**src/rtl/fila_escrita.sv**
```systemverilog
// fila_escrita: in-order write-request queue between the cluster-filter core
// and the memory write port. Requests are stored as {line address, cluster},
// presented first-word-fall-through and drained over a valid/ready handshake.
// Requests arriving while full are dropped and tallied in a saturating counter.
// Optional feature macro: FILA_DESCARTA_DUPLICADO_EN. When it is defined, a
// request identical to the last accepted one is silently discarded.
module fila_escrita #(
  parameter int PROFUNDIDADE  = 8,
  parameter int TAM_ENDERECO  = 64,
  parameter int NUM_CLUSTERS  = 8,
  parameter int LARG_PERDIDOS = 8
) (
  input  logic                              clk,
  input  logic                              rst_n,
  input  logic                              entrada_valida,
  input  logic [TAM_ENDERECO-1:0]           endereco,
  input  logic [$clog2(NUM_CLUSTERS)-1:0]   cluster,
  output logic                              cheia,
  output logic                              quase_cheia,
  output logic                              mem_valida,
  output logic [TAM_ENDERECO-1:0]           mem_endereco,
  output logic [$clog2(NUM_CLUSTERS)-1:0]   mem_cluster,
  input  logic                              mem_pronta,
  output logic [$clog2(PROFUNDIDADE):0]     contagem,
  output logic [LARG_PERDIDOS-1:0]          perdidos
);

  localparam int IDX_W   = $clog2(PROFUNDIDADE);
  localparam int PTR_W   = IDX_W + 1;
  localparam int CL_W    = $clog2(NUM_CLUSTERS);
  localparam int LINHA_W = TAM_ENDERECO - 6;
  localparam int ENT_W   = LINHA_W + CL_W;
  localparam logic [PTR_W-1:0] QUASE_LIM = PTR_W'(PROFUNDIDADE - 1);

  // Storage holds only the line part of the address plus the cluster index.
  logic [ENT_W-1:0] mem_q [PROFUNDIDADE];

  logic [PTR_W-1:0]         wr_q, wr_d, rd_q, rd_d;
  logic [PTR_W-1:0]         contagem_q, contagem_d;
  logic                     cheia_q, cheia_d;
  logic                     quase_cheia_q, quase_cheia_d;
  logic [LARG_PERDIDOS-1:0] perdidos_q, perdidos_d;

  logic [ENT_W-1:0] entrada_ent_s;
  logic [ENT_W-1:0] cabeca_s;
  logic             dup_s;
  logic             enq_s;
  logic             deq_s;
  logic             descarte_s;
  logic             unused_baixos_s;

  assign entrada_ent_s   = {endereco[TAM_ENDERECO-1:6], cluster};
  assign unused_baixos_s = ^endereco[5:0];
  assign cabeca_s        = mem_q[rd_q[IDX_W-1:0]];

`ifdef FILA_DESCARTA_DUPLICADO_EN
  logic [ENT_W-1:0] ultimo_q, ultimo_d;
  logic             ultimo_val_q, ultimo_val_d;

  assign dup_s = entrada_valida && ultimo_val_q && (ultimo_q == entrada_ent_s);

  // Remember the most recently accepted request; deq does not clear it.
  always_comb begin
    ultimo_d     = ultimo_q;
    ultimo_val_d = ultimo_val_q;
    if (enq_s) begin
      ultimo_d     = entrada_ent_s;
      ultimo_val_d = 1'b1;
    end else begin
      ultimo_d     = ultimo_q;
      ultimo_val_d = ultimo_val_q;
    end
  end

  // Last-accepted register, cleared by reset.
  always_ff @(posedge clk) begin
    if (!rst_n) begin
      ultimo_q     <= '0;
      ultimo_val_q <= 1'b0;
    end else begin
      ultimo_q     <= ultimo_d;
      ultimo_val_q <= ultimo_val_d;
    end
  end
`else
  assign dup_s = 1'b0;
`endif

  // Handshake decode: the full test uses the registered flag, so a deq in the
  // same cycle never frees room for an incoming request.
  always_comb begin
    deq_s      = (contagem_q != '0) && mem_pronta;
    enq_s      = entrada_valida && !dup_s && !cheia_q;
    descarte_s = entrada_valida && !dup_s && cheia_q;
  end

  // Next pointers, occupancy and flags derived purely from pointer arithmetic.
  always_comb begin
    wr_d = wr_q;
    rd_d = rd_q;
    if (enq_s) begin
      wr_d = wr_q + PTR_W'(1);
    end else begin
      wr_d = wr_q;
    end
    if (deq_s) begin
      rd_d = rd_q + PTR_W'(1);
    end else begin
      rd_d = rd_q;
    end
    contagem_d    = wr_d - rd_d;
    cheia_d       = (wr_d[IDX_W-1:0] == rd_d[IDX_W-1:0]) && (wr_d[IDX_W] != rd_d[IDX_W]);
    quase_cheia_d = (contagem_d >= QUASE_LIM);
  end

  // Saturating tally of requests lost because the queue was full.
  always_comb begin
    perdidos_d = perdidos_q;
    if (descarte_s && (perdidos_q != '1)) begin
      perdidos_d = perdidos_q + LARG_PERDIDOS'(1);
    end else begin
      perdidos_d = perdidos_q;
    end
  end

  // Control registers; reset discards every queued entry.
  always_ff @(posedge clk) begin
    if (!rst_n) begin
      wr_q          <= '0;
      rd_q          <= '0;
      contagem_q    <= '0;
      cheia_q       <= 1'b0;
      quase_cheia_q <= 1'b0;
      perdidos_q    <= '0;
    end else begin
      wr_q          <= wr_d;
      rd_q          <= rd_d;
      contagem_q    <= contagem_d;
      cheia_q       <= cheia_d;
      quase_cheia_q <= quase_cheia_d;
      perdidos_q    <= perdidos_d;
    end
  end

  // Entry storage; contents are meaningless until written.
  always_ff @(posedge clk) begin
    if (rst_n && enq_s) begin
      mem_q[wr_q[IDX_W-1:0]] <= entrada_ent_s;
    end
  end

  // First-word-fall-through view of the head, zeroed when empty.
  always_comb begin
    mem_valida = (contagem_q != '0);
    if (mem_valida) begin
      mem_endereco = {cabeca_s[ENT_W-1:CL_W], 6'b000000};
      mem_cluster  = cabeca_s[CL_W-1:0];
    end else begin
      mem_endereco = '0;
      mem_cluster  = '0;
    end
  end

  assign contagem    = contagem_q;
  assign cheia       = cheia_q;
  assign quase_cheia = quase_cheia_q;
  assign perdidos    = perdidos_q;

endmodule

```
**config.mk**
```make
export PLATFORM = sky130hd
export DESIGN_NAME = fila_escrita
export DESIGN_NICKNAME = d
export VERILOG_FILES = /design/src/rtl/fila_escrita.sv
export SDC_FILE = /design/constraint.sdc
export NUM_CORES = 1
export LEC_CHECK = 0
export CAP_MARGIN = 40
export CORE_MARGIN = 10
export CORE_UTILIZATION = 53
export CTS_BUF_LIST = sky130_fd_sc_hd__clkbuf_4 sky130_fd_sc_hd__clkbuf_8
export CTS_CLUSTER_DIAMETER = 150
export CTS_CLUSTER_SIZE = 25
export DETAILED_ROUTE_END_ITERATION = 7
export PLACE_DENSITY_LB_ADDON = 0.25
export SYNTH_ARGS = -nofsm -noshare
export SYNTH_HDL_FRONTEND = slang
export SYNTH_SLANG_ARGS = --single-unit
```
**constraint.sdc**
```tcl
create_clock -name clk -period 8.9 [get_ports clk]
set_clock_uncertainty 0.15 [all_clocks]
set_input_delay 1.78 -clock clk [delete_from_list [all_inputs] [get_ports clk]]
set_output_delay 1.78 -clock clk [all_outputs]
set_load 0.01 [all_outputs]
```
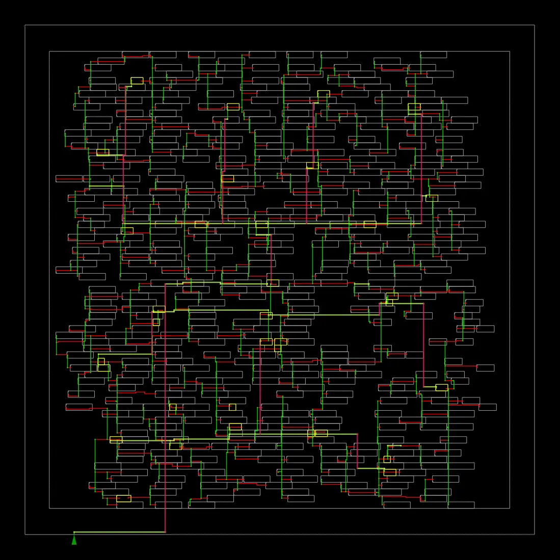
Fig. 1. Clock routing (run 1).
clkbuf count: 33
Clk. pwr: 952 uW
Sink Count: 510
seq_cells: 510
Num CTS Buffers: 24

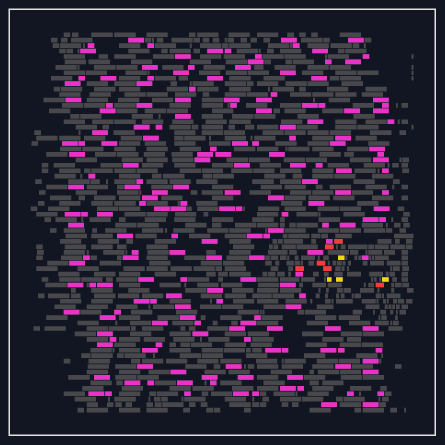
Fig. 2. Selected gate families (run 1).
(2 px per um)
family	color	cells	most used
non-inverting ao/oa cells	yellow	4	o211a_1
mux cells	magenta	186	mux4_2
fa/ha/maj cells	red	6	ha_1

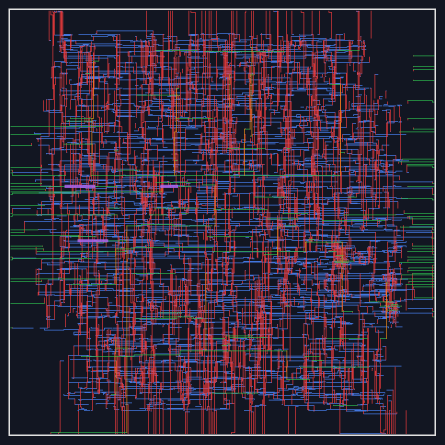
Fig. 3. Metal layers overlaid (run 1).
(2 px per um)
layer	color	wire length
M1	blue	16,500 um
M5	purple	35.0 um
M4	orange	566 um
M3	green	2,320 um
M2	red	18,700 um

==> reports/metrics.csv, run 1 <==
metric,value,unit
outcome,"finished, final reports clean",
sw frac,27.9,%
TritonCTS clock tree,yes,
gr usage total,17.1,%
Well Taps,468,
logic area,4320,um2
crit path kind,flip-flop to output port,
Synth area leaders,"edfxtp_1 (75%), mux4_2 (14%), mux2i_1 (3.2%)",
FMAX,181,MHz
Top-Level Pins,153,
port bufs,140,
simple-gate share of the synthesized area,2.67,%
worst path arrival time,3590,ps
Power Density,240,nW/um2
Mapped Area,19600,um2
Int Pwr,3.84,mW
invs w/o clock,5,
antenna-violating nets left,0,
n_diodes,1,
Congestion Overflow GR,0,
Critical Path End Type,output port,
Finished Cell Area,22100,um2
layout cells sized above 1,18.6,%
global-route wire length before repair,58400,um
Max stage delay on crit path,660,ps
number of fillers in the final layout,2598,
worst skew pair latency,610,ps
worst setup margin,3380,ps
Sw Pwr,1.48,mW
Final setup viols,0,
MUX area fraction,17.3,%
share of the synthesized area in the top cell type,74.8,%
routability cong.,0.739,
Setup crit start kind,flip-flop,
RSZ-0062 raised after global routing,no,
yosys synthesis chip area,19600,um2
DIE AREA,45100,um2
Non-clock buffers,161,
-- run 1: flip-flops by register name, summed over array words and instances (netlist names) --
register and count:
quase_cheia 1, contagem 4, cheia 1, wr_q 4, perdidos 8, rd_q 4, mem_q 488
-- run 1: path summary, 6_finish.rpt --
path	startpoint	to	slack [ps]	cells past startpoint
setup / recovery	rd_q[1]$_SDFF_PN0_	mem_endereco[16]	3380	6
hold / removal	perdidos[1]$_SDFFE_PN0P_	perdidos[1]$_SDFFE_PN0P_	370	2
setup reg to reg	rd_q[0]$_SDFF_PN0_	quase_cheia$_SDFF_PN0_	5600	8
hold reg to reg	perdidos[1]$_SDFFE_PN0P_	perdidos[1]$_SDFFE_PN0P_	370	2
==> run 1 -> run 2 <==
clock period = 4.8 ns   (was 8.9 ns; I/O delays follow)
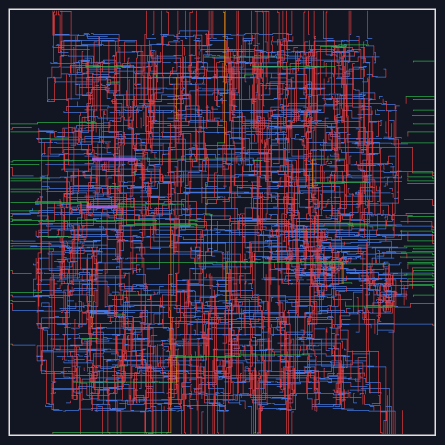
Fig. 4. Metal layers overlaid (run 2).
(2 px per um)
drt total wl: 38,700 um
drt wl/cell: 25.2 um

==> run 2 against run 1 <==
Clock power up 86%. Final area is 0.11% higher. Largest cell class unchanged. Register-to-register slack lost 3800 ps. Critical path depth is 1 lower. Sequential share of layout area decreased by 0.077 points. Area after synthesis unchanged. Combinational power up 85%. Worst hold slack better by 2.8 ps. Routed wire length increased by 1.3%.
==> reports/metrics.csv, run 2 <==
metric,value,unit,change
Final setup viols,0,,unchanged
worst skew pair latency,610,ps,about the same
Vias,8984,,
worst setup margin,745,ps,-2640 ps
R2R depth,9,,+1
crit path kind,flip-flop to output port,,
layout cells sized above 1,19.2,%,+0.69 points
min-delay src,perdidos[1]$_SDFFE_PN0P_,,
yosys synthesis chip area,19600,um2,unchanged
seq_cells,510,,unchanged
worst path arrival time,2950,ps,-640 ps
flop2flop setup slack,1760,ps,-3840 ps
Hold EP,perdidos[1]$_SDFFE_PN0P_,,
reg2reg end,contagem[3]$_SDFF_PN0_,,
number of fillers in the final layout,2615,,+0.65%
met1 Usage GRT,23.3,%,
WP depth,5,,-1
Well Taps,468,,unchanged
TritonCTS clock tree,yes,,
antenna-violating nets left,0,,unchanged
outcome,"finished, final reports clean",,
CP endpoint,mem_endereco[19],,
Mapped Area,19600,um2,unchanged
Num CTS Buffers,24,,unchanged
Non-clock buffers,169,,+5.0%
max reg flops,488,,unchanged
DIE AREA,45100,um2,unchanged
Crit. Startpoint,rd_q[0]$_SDFF_PN0_,,
post-layout min period,4060,ps,
Setup crit start kind,flip-flop,,
logic area,4330,um2,+0.29%
port bufs,140,,unchanged
reg2reg start,contagem[3]$_SDFF_PN0_,,
invs w/o clock,5,,unchanged
Congestion Overflow GR,0,,unchanged
Max stage delay on crit path,580,ps,-80 ps
n_diodes,2,,+1
clkbuf count,34,,+3.0%
# placed instances,1498,,
routability cong.,0.779,,+5.4%
FMAX,247,MHz,
global-route wire length before repair,58700,um,+0.35%
[run 2: power breakdown]
group          internal (mW)  switching, mW
combinational           1.60           1.44
clock                  0.562           1.21
sequential              4.96         0.0812
[run 2: cells by family (layout without fill, tap and decap cells)]
logic type	Yosys count	in the layout	synth area share, %
compound gates	18	18	0.747
simple gates	118	118	2.67
other cells	1	8	0.0191
fa+ha+maj	6	6	0.383
flops	510	510	77.0
mux	186	186	17.3
xor+xnor	12	12	0.536
buf+inv	53	209	1.31
[run 2: tightest hold or removal path, delay by kind of cell, from the launching register on]
family	cells	cell delay [ps]
simple gates	1	70
flops	1	370
compound gates	1	50
==> run 2 -> run 3 <==
clock period = 3.26 ns   (was 4.8 ns; I/O delays follow)
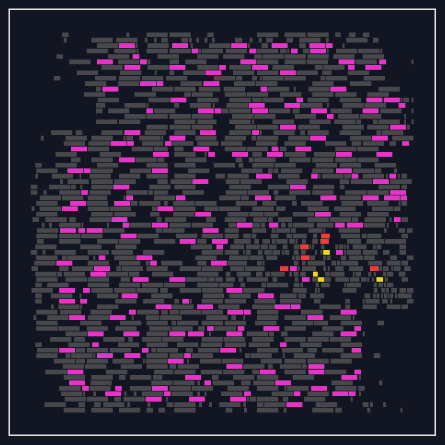
Fig. 5. Selected gate families (run 3).
(2 px per um)
family	color	cells	most used
non-inverting ao/oa cells	yellow	4	o211a_1
mux cells	magenta	186	mux4_2
fa/ha/maj cells	red	6	ha_1

==> run 3 against run 2 <==
Worst setup slack got worse by 690 ps. Global-route usage increased by 0.72 points. Register-to-register slack worse by 1100 ps. Final area rose by 3.7%. Critical endpoint is now mem_endereco[41].
==> reports/metrics.csv, run 3 <==
metric,value,unit,change
yosys synthesis chip area,19600,um2,unchanged
Non-clock buffers,226,,+34%
FMAX,312,MHz,
Flop pwr share,47.9,%,-3.3 points
port bufs,140,,unchanged
seq_cells,510,,unchanged
worst skew pair latency,600,ps,about the same
adder-cell share of the synthesized area,0.383,%,unchanged
invs w/o clock,5,,unchanged
global-route wire length before repair,61100,um,+4.1%
outcome,"finished, final reports clean",,
Final setup viols,0,,unchanged
drt total wl,40700,um,+5.3%
Clock power frac,17.8,%,-0.2 points
reg2reg start,rd_q[0]$_SDFF_PN0_,,
worst setup margin,54.1,ps,-691 ps
MUX area fraction,17.3,%,unchanged
TritonCTS clock tree,yes,,
simple-gate share of the synthesized area,2.67,%,unchanged
met1 Usage GRT,25.6,%,+2.3 points
clkbuf count,43,,+26%
drt wl/cell,25.5,um,+1.1%
Vias,9342,,+4.0%
Num CTS Buffers,24,,unchanged
Mapped Area,19600,um2,unchanged
"XOR Share, Synth",0.536,%,unchanged
worst path arrival time,2400,ps,-550 ps
Setup crit start kind,flip-flop,,
logic area,4370,um2,+0.90%
"top comb family, area",multiplexers,,
min-delay src,perdidos[1]$_SDFFE_PN0P_,,
sw frac,28.5,%,+0.71 points
Crit. Startpoint,rd_q[0]$_SDFF_PN0_,,
routability cong.,0.809,,+3.8%
number of fillers in the final layout,2547,,-2.6%
Max stage delay on crit path,490,ps,-90 ps
post-layout min period,3210,ps,
Max power group,sequential cells,,
Clk. pwr,2.75,mW,+55%
max reg flops,488,,unchanged
ao+oa area frac,0.747,%,unchanged
# placed instances,1513,,+1.0%
CTS Hold Bufs,0,,
combinational group power,5.29,mW,+74%
antenna-violating nets left,0,,unchanged
layout cells sized above 1,28.6,%,+9.4 points
n_diodes,0,,-2
run 3: worst paths after layout:
| check | slack (ps) | endpoint | cells past startpoint |
|---|---|---|---|
| worst max-delay path | 50 | mem_endereco[41] | 7 |
| worst min-delay path | 370 | perdidos[1]$_SDFFE_PN0P_ | 2 |
| worst min register to register | 370 | perdidos[1]$_SDFFE_PN0P_ | 2 |
| worst max register to register | 660 | quase_cheia$_SDFF_PN0_ | 11 |
run 3: layer usage:
| layer | wire, um | up-vias |
|---|---|---|
| li1 | - | 4093 |
| met1 | 17800 | 4966 |
| met2 | 20100 | 237 |
| met3 | 2190 | 40 |
| met4 | 573 | 6 |
| met5 | 45 | - |
run 3: what timing repair did:
item / in CTS / in global routing
setup buffers: 23 / 12
pin swaps: 0 / 3
gates resized: 146 / 62
cloned: 6 / 3
endpoints found under the setup margin: 61 / 54
Power and IR drop assume default switching activity.
